$ cat config.mk
export PLATFORM = sky130hd
export DESIGN_NAME = addressed_bus_master
export DESIGN_NICKNAME = d
export VERILOG_FILES = /design/src/rtl/addressed_bus_master.sv
export SDC_FILE = /design/constraint.sdc
export NUM_CORES = 1
export LEC_CHECK = 0
export CAP_MARGIN = 40
export CORE_MARGIN = 4
export CORE_UTILIZATION = 40
export CTS_CLUSTER_DIAMETER = 100
export DETAILED_ROUTE_END_ITERATION = 16
export PLACE_DENSITY_LB_ADDON = 0.15
export SLEW_MARGIN = 20
export SYNTH_ARGS = -nofsm -noshare
export SYNTH_HDL_FRONTEND = slang
export SYNTH_SLANG_ARGS = --single-unit
export TNS_END_PERCENT = 30
$ cat constraint.sdc
create_clock -name clk -period 1.9 [get_ports clk]
set_clock_uncertainty 0.2 [all_clocks]
set_input_delay 0.38 -clock clk [delete_from_list [all_inputs] [get_ports clk]]
set_output_delay 0.38 -clock clk [all_outputs]
set_load 0.02 [all_outputs]
$ cat src/rtl/addressed_bus_master.sv
// Purpose : single-outstanding host-side master for addressable_if peripherals;
//           drives address + read/write enables, waits for OR-combined acks,
//           returns a completion or timeout/illegal-direction response.
// Latency : accept at N -> enables at N+1; ack at M -> rsp_valid at M+1 (min 2).
// Backpressure: req_ready only in IDLE; response held until rsp_ready sampled.
//
// Ports:
//   clk, rst_n                 clock, synchronous active-low reset
//   req_valid/req_ready        host request handshake
//   req_dir, req_addr          request direction (0 RD, 1 WR, 2 RD+WR, 3 illegal), address
//   rsp_valid/rsp_ready        response handshake
//   rsp_error                  1 = timeout or illegal direction
//   active_address             shared peripheral address
//   read_enable_in, write_enable_in   shared enables to peripherals
//   ack_read, ack_write        OR of peripheral read/write acknowledges
module addressed_bus_master #(
  parameter int ADDRESS_WIDTH  = 4,
  parameter int TIMEOUT_CYCLES = 15
) (
  input  logic                     clk,
  input  logic                     rst_n,
  input  logic                     req_valid,
  output logic                     req_ready,
  input  logic [1:0]               req_dir,
  input  logic [ADDRESS_WIDTH-1:0] req_addr,
  output logic                     rsp_valid,
  input  logic                     rsp_ready,
  output logic                     rsp_error,
  output logic [ADDRESS_WIDTH-1:0] active_address,
  output logic                     read_enable_in,
  output logic                     write_enable_in,
  input  logic                     ack_read,
  input  logic                     ack_write
);

  localparam logic [1:0] ST_IDLE   = 2'd0;
  localparam logic [1:0] ST_ACTIVE = 2'd1;
  localparam logic [1:0] ST_RESP   = 2'd2;

  localparam logic [1:0] DIR_READ        = 2'd0;
  localparam logic [1:0] DIR_WRITE       = 2'd1;
  localparam logic [1:0] DIR_READ_N_WRITE = 2'd2;
  localparam logic [1:0] DIR_ILLEGAL     = 2'd3;

  // Last counter value before the enables are abandoned; the counter is
  // 8 bits wide and never wraps for TIMEOUT_CYCLES in 1..255.
  localparam logic [7:0] TIMEOUT_LAST = 8'(TIMEOUT_CYCLES - 1);

  logic [1:0] state;
  logic [7:0] cnt;
  logic       seen_rd;
  logic       seen_wr;

  logic       want_rd;
  logic       want_wr;
  logic       seen_rd_next;
  logic       seen_wr_next;
  logic       done;

  // Requested direction decoded at accept time.
  assign want_rd = (req_dir == DIR_READ)  || (req_dir == DIR_READ_N_WRITE);
  assign want_wr = (req_dir == DIR_WRITE) || (req_dir == DIR_READ_N_WRITE);

  // In ACTIVE the enable registers themselves record the latched direction,
  // so masking acks with them discards acks for an unrequested direction.
  assign seen_rd_next = seen_rd | (ack_read  & read_enable_in);
  assign seen_wr_next = seen_wr | (ack_write & write_enable_in);

  // Current-cycle acks count toward completion, so an ack arriving on the
  // final timeout cycle still completes cleanly.
  assign done = (!read_enable_in  || seen_rd_next) &&
                (!write_enable_in || seen_wr_next);

  // Held low while reset is asserted so no request looks acceptable then.
  assign req_ready = rst_n && (state == ST_IDLE);

  always_ff @(posedge clk) begin
    if (!rst_n) begin
      state           <= ST_IDLE;
      cnt             <= 8'd0;
      seen_rd         <= 1'b0;
      seen_wr         <= 1'b0;
      rsp_valid       <= 1'b0;
      rsp_error       <= 1'b0;
      active_address  <= '0;
      read_enable_in  <= 1'b0;
      write_enable_in <= 1'b0;
    end else begin
      case (state)
        ST_IDLE: begin
          if (req_valid && req_ready) begin
            seen_rd <= 1'b0;
            seen_wr <= 1'b0;
            cnt     <= 8'd0;
            if (req_dir == DIR_ILLEGAL) begin
              // Rejected without touching the bus.
              state     <= ST_RESP;
              rsp_valid <= 1'b1;
              rsp_error <= 1'b1;
            end else begin
              state           <= ST_ACTIVE;
              active_address  <= req_addr;
              read_enable_in  <= want_rd;
              write_enable_in <= want_wr;
            end
          end
        end

        ST_ACTIVE: begin
          seen_rd <= seen_rd_next;
          seen_wr <= seen_wr_next;
          if (done) begin
            state           <= ST_RESP;
            read_enable_in  <= 1'b0;
            write_enable_in <= 1'b0;
            rsp_valid       <= 1'b1;
            rsp_error       <= 1'b0;
          end else if (cnt == TIMEOUT_LAST) begin
            state           <= ST_RESP;
            read_enable_in  <= 1'b0;
            write_enable_in <= 1'b0;
            rsp_valid       <= 1'b1;
            rsp_error       <= 1'b1;
          end else begin
            cnt <= cnt + 8'd1;
          end
        end

        ST_RESP: begin
          if (rsp_ready) begin
            state     <= ST_IDLE;
            rsp_valid <= 1'b0;
            rsp_error <= 1'b0;
          end
        end

        default: begin
          state           <= ST_IDLE;
          rsp_valid       <= 1'b0;
          rsp_error       <= 1'b0;
          read_enable_in  <= 1'b0;
          write_enable_in <= 1'b0;
        end
      endcase
    end
  end

endmodule

route_heat.png
12 x 12 tiles, from white (low) to dark blue (high), scaled to the fullest tile. Values are wire area over tile area, all layers added.
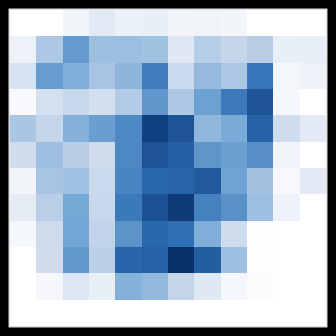
emptiest ninth of the die: south-east
mean over tiles: 0.14
tiles over half the peak: 27%

layers.png
Scale bar: 20 µm. Only two layers are drawn.
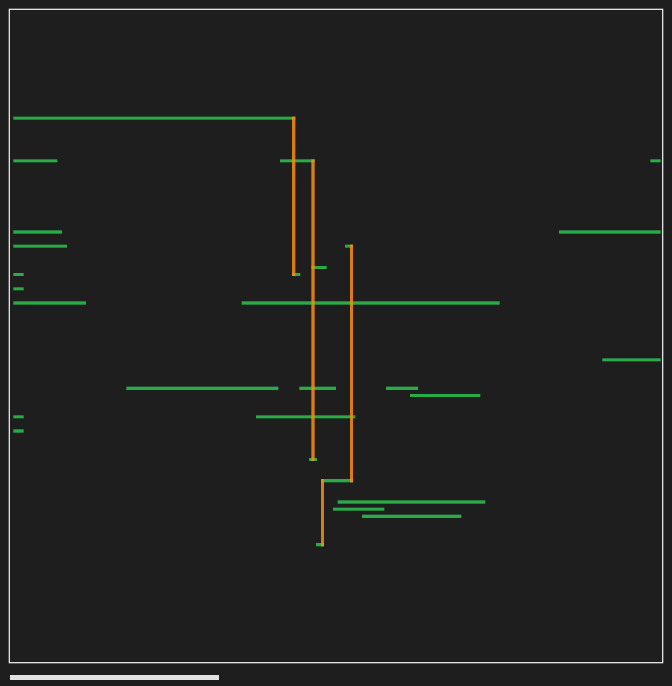
[green] M3 | wire length: 160 µm
[orange] M4 | wire length: 72.1 µm

closeup.png
Scale bar: 5 µm. Window x 37 to 57, y 37 to 57 µm. Cells in grey, sequential cells in the stronger grey; small squares are vias.
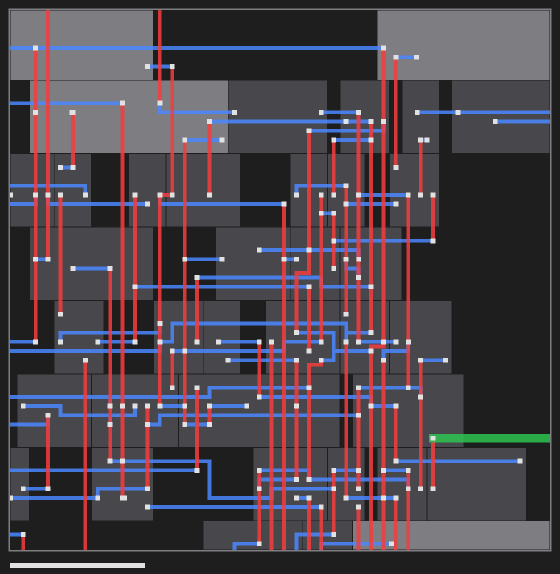
[red] M2
[blue] M1
[green] M3
most frequent: a21oi_1 (5), buf_4 (5)
cells with their middle in the window: 33
sequential cells in the window: 3
netlist names of flops here include: state (2), rsp_valid (1)

m1.png
Scale bar: 20 µm.
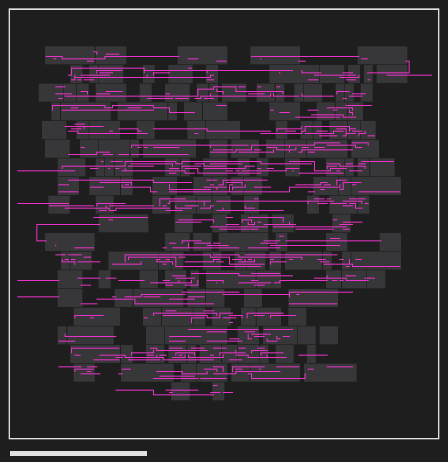
nets with wire on the layer: 183
longest straight run: 21.6 µm
share of all routed wire: 47%
drt total wl: 3.34 mm
vias post-DR: 1209
met1 Use GR: 22.7%

==> impl_metrics.csv <==
group,metric,value,unit
power,clkPwrFrac,29.9,%
setup_path,crit_chain,"inv_2 > ha_4 > or4b_4 > o22ai_4 > o31a_1 > buf_4 > mux2i_1",
setup_path,r2r-start,"cnt[0]$_SDFFE_PN0P_",
logic_synthesis,ys_sh_simple,25.4,%
worst_hold_path,hold_class,"flip-flop to flip-flop",
worst_hold_path,hold_start,"rsp_valid$_SDFFE_PN0P_",
timing,finalHoldViolations,0,
timing,setup_viol,7,
global_route,grt_pass1_vias,1280,
final_layout,layout_top_cells,"buf_4, dfxtp_1, a21oi_1",
logic_synthesis,async_flop_share,0,%
outcome,status,"finished, violations left",
cts,clk_latency,310,ps
logic_synthesis,synthMostInstantiatedCell,"dfxtp_1",
placed_design,gp_congestion,0.836,
final_layout,fill_cells,259,
power,power_density,525,nW/µm²
logic_synthesis,edf_count,0,
final_layout,finalNetCount,198,
die,rows,19,
timing,fin_setup_tns,-628,ps
power,power_leader,"registers",
outcome,violations,"negative setup slack",
power,sw_frac_of_total,27.6,%
logic_synthesis,yosys.area.top_type,"dfxtp_1",
timing,fin_ws,-144,ps
logic_synthesis,yosysWarnings,0,
global_route,grt_pass1_wl,5.66,mm
timing,tightest_slew,301,ps
timing,maxSlewViolCount,0,
drt,wl_met1,1.55,mm
power,combPwrFrac,20.1,%
cts,cts_buffers,3,
final_layout,syn_to_final_growth,41.0,%
cts,path_clk_slew,120,ps
power,p_clk,262,µW
final_layout,utilization,59.9,%
power,p_switching,241,µW
die,core,2780,µm²
logic_synthesis,synthAdderAreaFrac,5.29,%
[per-stage QoR]
| stage | worst slack [ps] | hold slack (ps) | cell area, µm² | instances |
|---|---|---|---|---|
| after floorplan | 10.3 | 269 | 1190 | 136 |
| after global placement | -510 | 232 | 1590 | 206 |
| after detailed placement | -500 | 239 | 1590 | 206 |
| after CTS | -145 | 257 | 1640 | 211 |
| after global routing | -220 | 272 | 1670 | 211 |
| final | -144 | 247 | 1670 | 211 |
[cell type report]
type	instances	area share, %
Sequential cell	20	24.2
Multi-Input combinational cell	103	45.0
Clock buffer	4	2.18
Timing Repair Buffer	47	24.8
Tap cell	31	2.33
Inverter	6	1.35
[tightest hold or removal path: stages, from the launching register on]
cell     delay, ps
dfxtp_1        330
inv_1           40
a21oi_1         50
Power is estimated from default activity; no workload was simulated.
